Fig. 1: run 1, pin map
Drawn at 4 px/µm. Pins as bars across the die edge, other pins in grey.
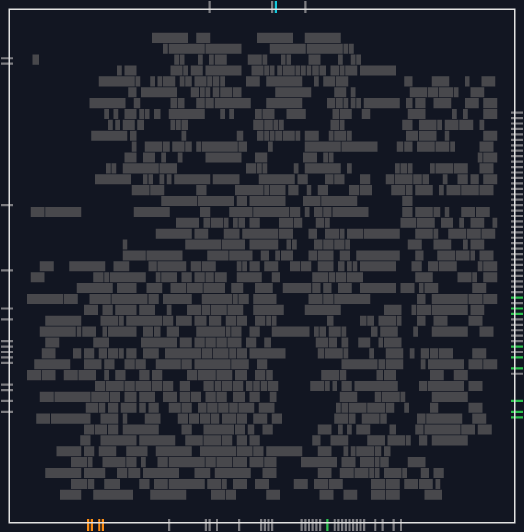
Fig. 2: run 1, placement view
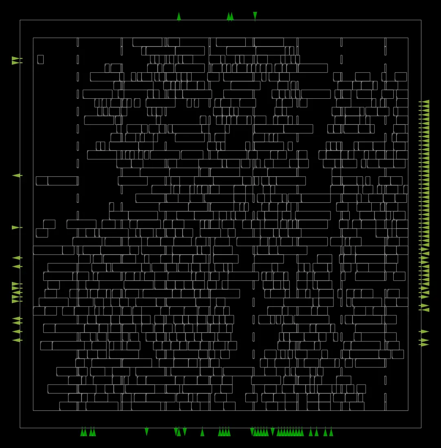
Fig. 3: run 1, routed metal, one colour a layer
Drawn at 3 px/µm. Two of the layers only.
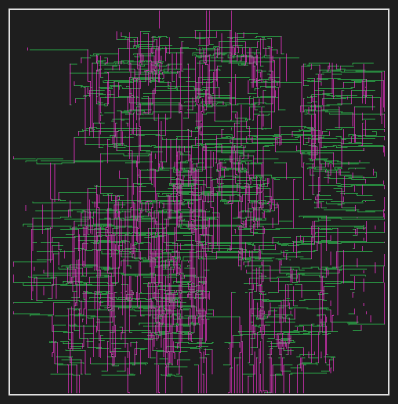
Fig. 4: run 1, signal wires on met2
Drawn at 3 px/µm. Cells faint in the background.
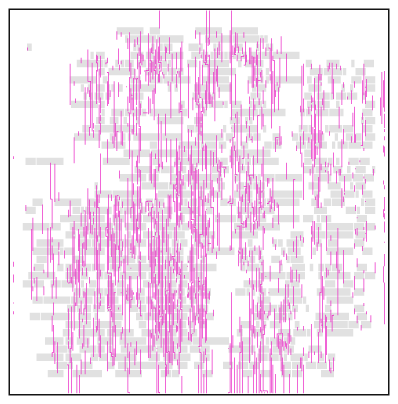
--- src/rtl/batcharger_ctrl_fsm_if.sv ---
// batcharger_ctrl_fsm_if: ADC-sample / DAC-setpoint bundle between the charger
// front-end (master) and the charge controller (slave).
interface batcharger_ctrl_fsm_if #(
   parameter int ADC_W = 10,
   parameter int DAC_W = 10
);
   logic             en;
   logic [3:0]       sel;
   logic             smp_vld;
   logic [ADC_W-1:0] vbat;
   logic [ADC_W-1:0] ibat;
   logic [ADC_W-1:0] vtemp;
   logic [ADC_W-1:0] vcutoff;
   logic [ADC_W-1:0] vtarget;
   logic [ADC_W-1:0] tmin;
   logic [ADC_W-1:0] tmax;
   logic [DAC_W-1:0] iref;
   logic [DAC_W-1:0] vref;
   logic             tc;
   logic             cc;
   logic             cv;
   logic             done;
   logic             fault;
   modport master (
      output en, sel, smp_vld, vbat, ibat, vtemp, vcutoff, vtarget, tmin, tmax,
      input  iref, vref, tc, cc, cv, done, fault
   );
   modport slave (
      input  en, sel, smp_vld, vbat, ibat, vtemp, vcutoff, vtarget, tmin, tmax,
      output iref, vref, tc, cc, cv, done, fault
   );
endinterface

--- src/rtl/batcharger_ctrl_fsm.sv ---
// batcharger_ctrl_fsm: Li-ion charge sequencer IDLE->TC->CC->CV->DONE with temperature/timeout faults.
// Optional BATCHG_RECHARGE_EN: DONE re-enters CC when vbat sags below vtarget - vtarget/32.
module batcharger_ctrl_fsm #(
   parameter int          ADC_W    = 10,
   parameter int          DAC_W    = 10,
   parameter int          DEB_CYC  = 4,
   parameter int          TMR_W    = 24,
   parameter int unsigned TC_TMAX  = 2**20,
   parameter int unsigned CHG_TMAX = 2**23
) (
   input logic                  clk,
   input logic                  rstz,
   batcharger_ctrl_fsm_if.slave bus
);
   localparam int unsigned DAC_MAX = (1 << DAC_W) - 1;
   typedef enum logic [2:0] {IDLE, TC, CC, CV, DONE, FAULT} state_t;
   state_t           state_q, state_d, thr_next;
   logic [7:0]       deb_q, deb_d;
   logic [TMR_W-1:0] timer_q, timer_d;
   logic [DAC_W-1:0] iref_q, vref_q, icc, itc, iterm;
   logic             tc_q, cc_q, cv_q, done_q, fault_q;
   logic [15:0]      icc_w;
   logic             active, temp_bad, timeout, rech, qual, deb_hit;
   assign icc_w = 16'd50 * (16'(bus.sel) + 16'd1);
   assign icc   = 32'(icc_w) > DAC_MAX ? DAC_W'(DAC_MAX) : DAC_W'(icc_w);
   assign itc   = icc >> 3;
   assign iterm = icc >> 4;
`ifdef BATCHG_RECHARGE_EN
   logic [ADC_W-1:0] vrech;
   assign vrech = bus.vtarget - (bus.vtarget >> 5);
   assign rech  = bus.vbat < vrech;
`else
   assign rech = 1'b0;
`endif
   // priority: en low > temperature > timeout > debounced threshold
   always_comb begin
      active   = state_q inside {TC, CC, CV};
      temp_bad = bus.vtemp < bus.tmin || bus.vtemp > bus.tmax;
      timeout  = state_q == TC ? 32'(timer_q) >= TC_TMAX : 32'(timer_q) >= CHG_TMAX;
      qual     = state_q == TC   ? bus.vbat >= bus.vcutoff :
                 state_q == CC   ? bus.vbat >= bus.vtarget :
                 state_q == CV   ? 32'(bus.ibat) <= 32'(iterm) :
                 state_q == DONE ? rech : 1'b0;
      thr_next = state_q == TC ? CC : state_q == CC ? CV : state_q == CV ? DONE : CC;
      deb_hit  = bus.smp_vld && qual && deb_q == 8'(DEB_CYC - 1);
      state_d  = !bus.en                           ? IDLE  :
                 state_q == IDLE                   ? TC    :
                 active && bus.smp_vld && temp_bad ? FAULT :
                 active && timeout                 ? FAULT :
                 deb_hit                           ? thr_next : state_q;
      deb_d    = !bus.en || state_d != state_q ? '0 :
                 bus.smp_vld ? (qual ? deb_q + 8'd1 : '0) : deb_q;
      // timer restarts on TC and CC entry only, so CC->CV keeps the combined budget
      timer_d  = !bus.en || (state_d != state_q && (state_d == TC || state_d == CC)) ? '0 :
                 active && timer_q != '1 ? timer_q + TMR_W'(1) : timer_q;
   end
   always_ff @(posedge clk or negedge rstz) begin
      if (!rstz) begin
         state_q <= IDLE;
         deb_q   <= '0;
         timer_q <= '0;
         iref_q  <= '0;
         vref_q  <= '0;
         tc_q    <= 1'b0;
         cc_q    <= 1'b0;
         cv_q    <= 1'b0;
         done_q  <= 1'b0;
         fault_q <= 1'b0;
      end else begin
         state_q <= state_d;
         deb_q   <= deb_d;
         timer_q <= timer_d;
         iref_q  <= state_d == TC ? itc : (state_d == CC || state_d == CV) ? icc : '0;
         vref_q  <= state_d inside {TC, CC, CV} ? DAC_W'(bus.vtarget) : '0;
         tc_q    <= state_d == TC;
         cc_q    <= state_d == CC;
         cv_q    <= state_d == CV;
         done_q  <= state_d == DONE;
         fault_q <= state_d == FAULT;
      end
   end
   assign bus.iref  = iref_q;
   assign bus.vref  = vref_q;
   assign bus.tc    = tc_q;
   assign bus.cc    = cc_q;
   assign bus.cv    = cv_q;
   assign bus.done  = done_q;
   assign bus.fault = fault_q;
endmodule

--- src/flat_wrapper.sv ---
// flat-port wrapper written by rule: the top's interface ports become plain ports
module batcharger_ctrl_fsm_flat 
#(
   parameter int          ADC_W    = 10,
   parameter int          DAC_W    = 10,
   parameter int          DEB_CYC  = 4,
   parameter int          TMR_W    = 24,
   parameter int unsigned TC_TMAX  = 2**20,
   parameter int unsigned CHG_TMAX = 2**23
)
  (clk, rstz, bus_en, bus_sel, bus_smp_vld, bus_vbat, bus_ibat, bus_vtemp, bus_vcutoff, bus_vtarget, bus_tmin, bus_tmax, bus_iref, bus_vref, bus_tc, bus_cc, bus_cv, bus_done, bus_fault);
  batcharger_ctrl_fsm_if #(.ADC_W(ADC_W), .DAC_W(DAC_W)) bus_i ();
  input logic clk;
  input logic rstz;
  input wire logic [$bits(bus_i.en)-1:0] bus_en;
  input wire logic [$bits(bus_i.sel)-1:0] bus_sel;
  input wire logic [$bits(bus_i.smp_vld)-1:0] bus_smp_vld;
  input wire logic [$bits(bus_i.vbat)-1:0] bus_vbat;
  input wire logic [$bits(bus_i.ibat)-1:0] bus_ibat;
  input wire logic [$bits(bus_i.vtemp)-1:0] bus_vtemp;
  input wire logic [$bits(bus_i.vcutoff)-1:0] bus_vcutoff;
  input wire logic [$bits(bus_i.vtarget)-1:0] bus_vtarget;
  input wire logic [$bits(bus_i.tmin)-1:0] bus_tmin;
  input wire logic [$bits(bus_i.tmax)-1:0] bus_tmax;
  output wire logic [$bits(bus_i.iref)-1:0] bus_iref;
  output wire logic [$bits(bus_i.vref)-1:0] bus_vref;
  output wire logic [$bits(bus_i.tc)-1:0] bus_tc;
  output wire logic [$bits(bus_i.cc)-1:0] bus_cc;
  output wire logic [$bits(bus_i.cv)-1:0] bus_cv;
  output wire logic [$bits(bus_i.done)-1:0] bus_done;
  output wire logic [$bits(bus_i.fault)-1:0] bus_fault;
  assign bus_i.en = bus_en;
  assign bus_i.sel = bus_sel;
  assign bus_i.smp_vld = bus_smp_vld;
  assign bus_i.vbat = bus_vbat;
  assign bus_i.ibat = bus_ibat;
  assign bus_i.vtemp = bus_vtemp;
  assign bus_i.vcutoff = bus_vcutoff;
  assign bus_i.vtarget = bus_vtarget;
  assign bus_i.tmin = bus_tmin;
  assign bus_i.tmax = bus_tmax;
  assign bus_iref = bus_i.iref;
  assign bus_vref = bus_i.vref;
  assign bus_tc = bus_i.tc;
  assign bus_cc = bus_i.cc;
  assign bus_cv = bus_i.cv;
  assign bus_done = bus_i.done;
  assign bus_fault = bus_i.fault;
  batcharger_ctrl_fsm #(.ADC_W(ADC_W), .DAC_W(DAC_W), .DEB_CYC(DEB_CYC), .TMR_W(TMR_W), .TC_TMAX(TC_TMAX), .CHG_TMAX(CHG_TMAX)) u_core (.clk(clk), .rstz(rstz), .bus(bus_i));
endmodule
--- config.mk ---
export PLATFORM = sky130hd
export DESIGN_NAME = batcharger_ctrl_fsm_flat
export DESIGN_NICKNAME = d
export VERILOG_FILES = /design/src/rtl/batcharger_ctrl_fsm_if.sv /design/src/rtl/batcharger_ctrl_fsm.sv /design/src/flat_wrapper.sv
export SDC_FILE = /design/constraint.sdc
export NUM_CORES = 1
export LEC_CHECK = 0
export ABC_CLOCK_PERIOD_IN_PS = 5600
export CAP_MARGIN = 10
export CORE_AREA = 4 4 122 124
export CTS_CLUSTER_SIZE = 20
export DETAILED_ROUTE_END_ITERATION = 12
export DIE_AREA = 0 0 126 128
export PLACE_DENSITY_LB_ADDON = 0.15
export SLEW_MARGIN = 10
export SYNTH_ARGS = -nofsm -noshare
export SYNTH_HDL_FRONTEND = slang
export SYNTH_SLANG_ARGS = --single-unit
--- constraint.sdc ---
create_clock -name clk -period 5.6 [get_ports clk]
set_clock_uncertainty 0.15 [all_clocks]
set_input_delay 1.68 -clock clk [delete_from_list [all_inputs] [get_ports clk]]
set_output_delay 1.68 -clock clk [all_outputs]
set_load 0.005 [all_outputs]
==> out/qor.yml, run 1 <==
max_stage_delay_ps: 350
gp_congestion: 0.843
power.switching_mw: 0.513
grt-busiest-layer: "met2"
worst_slack_ps: -442
combGateArea_mm2: 0.00343
status: "finished, violations left"
failed_checks: "negative setup slack"
die_x_um: 126
setup_viol: 60
p_total_mw: 1.71
overflow: 0
required_ps: 5670
cp-startpoint: "bus_sel[0]"
power_leader: "combinational cells"
wl_per_cell_um: 15.3
fin_area_mm2: 0.00753
n_clock_buffer: 11
synth_stat.cells: 535
path_depth: 24
area_dominant_class: "logic gates"
post_cts_buffers: 33
area_growth_pct: 58.7
cp_slowest_cell: "a211o_4"
ant_nets: 0
die-height_um: 128
p_leak_nw: 3.57
clk_latency_ps: 330
endpoint: "u_core.deb_q[6]$_DFFE_PN0P_"
logic_family: "simple AND/OR/NAND/NOR gates"
worst_pin_slew_ps: 762
place_inst: 854
Back to the opening pictures, Fig. 1:
[`bus_vref`] green | pins: 10 | direction: output | edge: 9 right, 1 bottom
[`bus_sel`] orange | pins: 4 | direction: input | edge: bottom
[`bus_fault`] cyan | pins: 1 | direction: output | edge: top
all pins by edge: 51 right, 33 bottom, 15 left, 4 top

Back to the opening pictures, Fig. 2:
TAP cells: 180
fill cell count: 1238
Seq cells: 60
flop share of the area: 19.9%

Back to the opening pictures, Fig. 3:
[met1] green | wire length: 6560 µm
[met2] magenta | wire length: 6460 µm
WL final: 14.0 mm
Total GRT Usage: 17.6%
vias: 4502

Back to the opening pictures, Fig. 4:
nets with wire on the layer: 727
share of all routed wire: 46%
longest straight run: 37.7 µm
met2 Use GR: 29.9%

==> run 1: how the worst min path moves through the flow <==
stage                                     end  slack [ps]
2_1_floorplan   u_core.timer_q[6]$_DFFE_PN0P_         370
3_3_place_gp   u_core.timer_q[12]$_DFFE_PN0P_         400
3_5_place_dp   u_core.timer_q[12]$_DFFE_PN0P_         400
4_1_cts        u_core.timer_q[12]$_DFFE_PN0P_         410
5_1_grt         u_core.timer_q[6]$_DFFE_PN0P_         460
6_report       u_core.timer_q[12]$_DFFE_PN0P_         410
==> run 1: state kept, by name (all words and copies together), names as in the netlist <==
name / flops
u_core.bus.cv: 1
u_core.bus.done: 1
u_core.bus.tc: 1
u_core.deb_q: 8
u_core.bus.fault: 1
u_core.state_q: 3
u_core.bus.cc: 1
u_core.bus.vref: 10
u_core.timer_q: 24
u_core.bus.iref: 10
==> run 2: changes to the inputs <==
--- a/config.mk
+++ b/config.mk
@@ -7,10 +7,10 @@
 export LEC_CHECK = 0
 export ABC_CLOCK_PERIOD_IN_PS = 5600
 export CAP_MARGIN = 10
-export CORE_AREA = 4 4 122 124
+export CORE_AREA = 5 5 104 106
 export CTS_CLUSTER_SIZE = 20
 export DETAILED_ROUTE_END_ITERATION = 12
-export DIE_AREA = 0 0 126 128
+export DIE_AREA = 0 0 109 111
 export PLACE_DENSITY_LB_ADDON = 0.15
 export SLEW_MARGIN = 10
 export SYNTH_ARGS = -nofsm -noshare
Fig. 5: run 2, pin map
Drawn at 4 px/µm. Pins as bars across the die edge, other pins in grey.
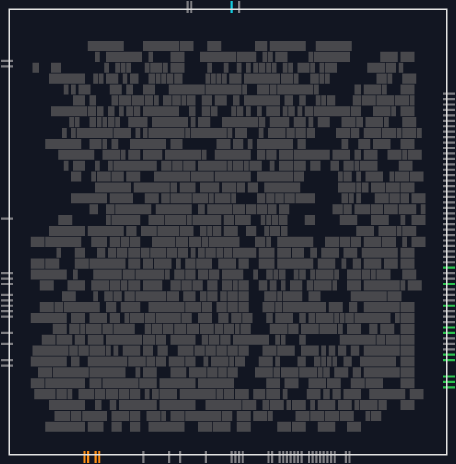
[`bus_vref`] green | pins: 10 | direction: output | edge: right
[`bus_fault`] cyan | pins: 1 | direction: output | edge: top
[`bus_sel`] orange | pins: 4 | direction: input | edge: bottom

Fig. 6: run 2, signal wires on met2
Drawn at 3 px/µm. Cells faint in the background.
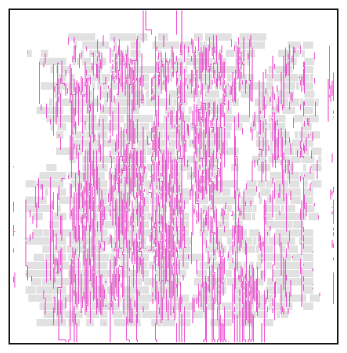
main direction: vertical
longest straight run: 39.9 µm
nets with wire on the layer: 741
wire length on this layer: 6780 µm
share of all routed wire: 49%

==> run 2 against run 1 <==
Net effect:
- sequential cell count unchanged
- sequential share of layout area increased by 1.1 points
- combinational power shrank 4.6%
- clock power down 27%
- total power down 12%
- cell area decreased by 5.3%
- cell count is 6.8% lower
- count of clock-buffer cells in the layout shrank 2
- maximum frequency fell by 0.53%
- utilization increased by 19 points
- the flow still finishes with violations (negative setup slack)
- synthesized cell count is the same
- hold slack gained 5.5 ps
==> out/qor.yml, run 2 <==
fin_area_mm2: 0.00713
endpoint: "u_core.deb_q[6]$_DFFE_PN0P_"
timing.hold.ws_ps: 411
gp_congestion: 0.826
required_ps: 5690
top_cells_by_count: "inv_1 (65), ha_1 (63), dfrtp_1 (60), nor2_1 (53), nand2_1 (45)"
logic_family: "simple AND/OR/NAND/NOR gates"
comb_power_mw: 0.601
grt-busiest-layer: "met2"
die_x_um: 109
regToRegEndpoint: "u_core.bus.iref[2]$_DFF_PN0_"
status: "finished, violations left"
largest_reg_flops: 24
path_depth: 24
place_inst: 805
synth_stat.cells: 535
power_leader: "combinational cells"
cp_slowest_cell: "a211o_4"
regMostFlops: "u_core.timer_q"
clk_latency_ps: 350
p_total_mw: 1.52
cts_max_level: 3
cp-startpoint: "bus_sel[1]"
grt_usage_pct: 22.7
vias: 4660
overflow: 0
failed_checks: "negative setup slack"
wl_per_cell_um: 16.2
io_buffers: 102
p_leak_nw: 3.40
max_stage_delay_ps: 320
area_growth_pct: 50.4
ant_nets: 0
die-height_um: 111
setup_viol: 60
min_to: "u_core.timer_q[6]$_DFFE_PN0P_"
worst_pin_slew_ps: 1060
worst_slack_ps: -475
wl_mm: 13.8
grtUsageMet2_pct: 39.0
## run 2: layer usage
layer | share of wire [%] | up-vias | routed length, µm
li1 | - | 2237 | -
met1 | 42 | 2196 | 5780
met2 | 49 | 190 | 6780
met3 | 6.6 | 37 | 907
met4 | 2.1 | 0 | 294
met5 | 0 | - | 0
## run 2: repair_timing
item                       CTS  global route
setup buffers               29             4
gates cloned                 1             0
setup endpoints to repair   60            60
resized                     49            19
pin swaps                   24            21
## run 2: cell type report
cell class | count | area [µm²]
inverter | 65 | 244
timing repair buffer | 179 | 1630
tap | 133 | 166
clock inverter | 7 | 98.8
multi-input combinational | 399 | 3370
fill | 697 | 2550
sequential | 60 | 1500
clock buffer | 9 | 124
Power and IR drop assume default switching activity.
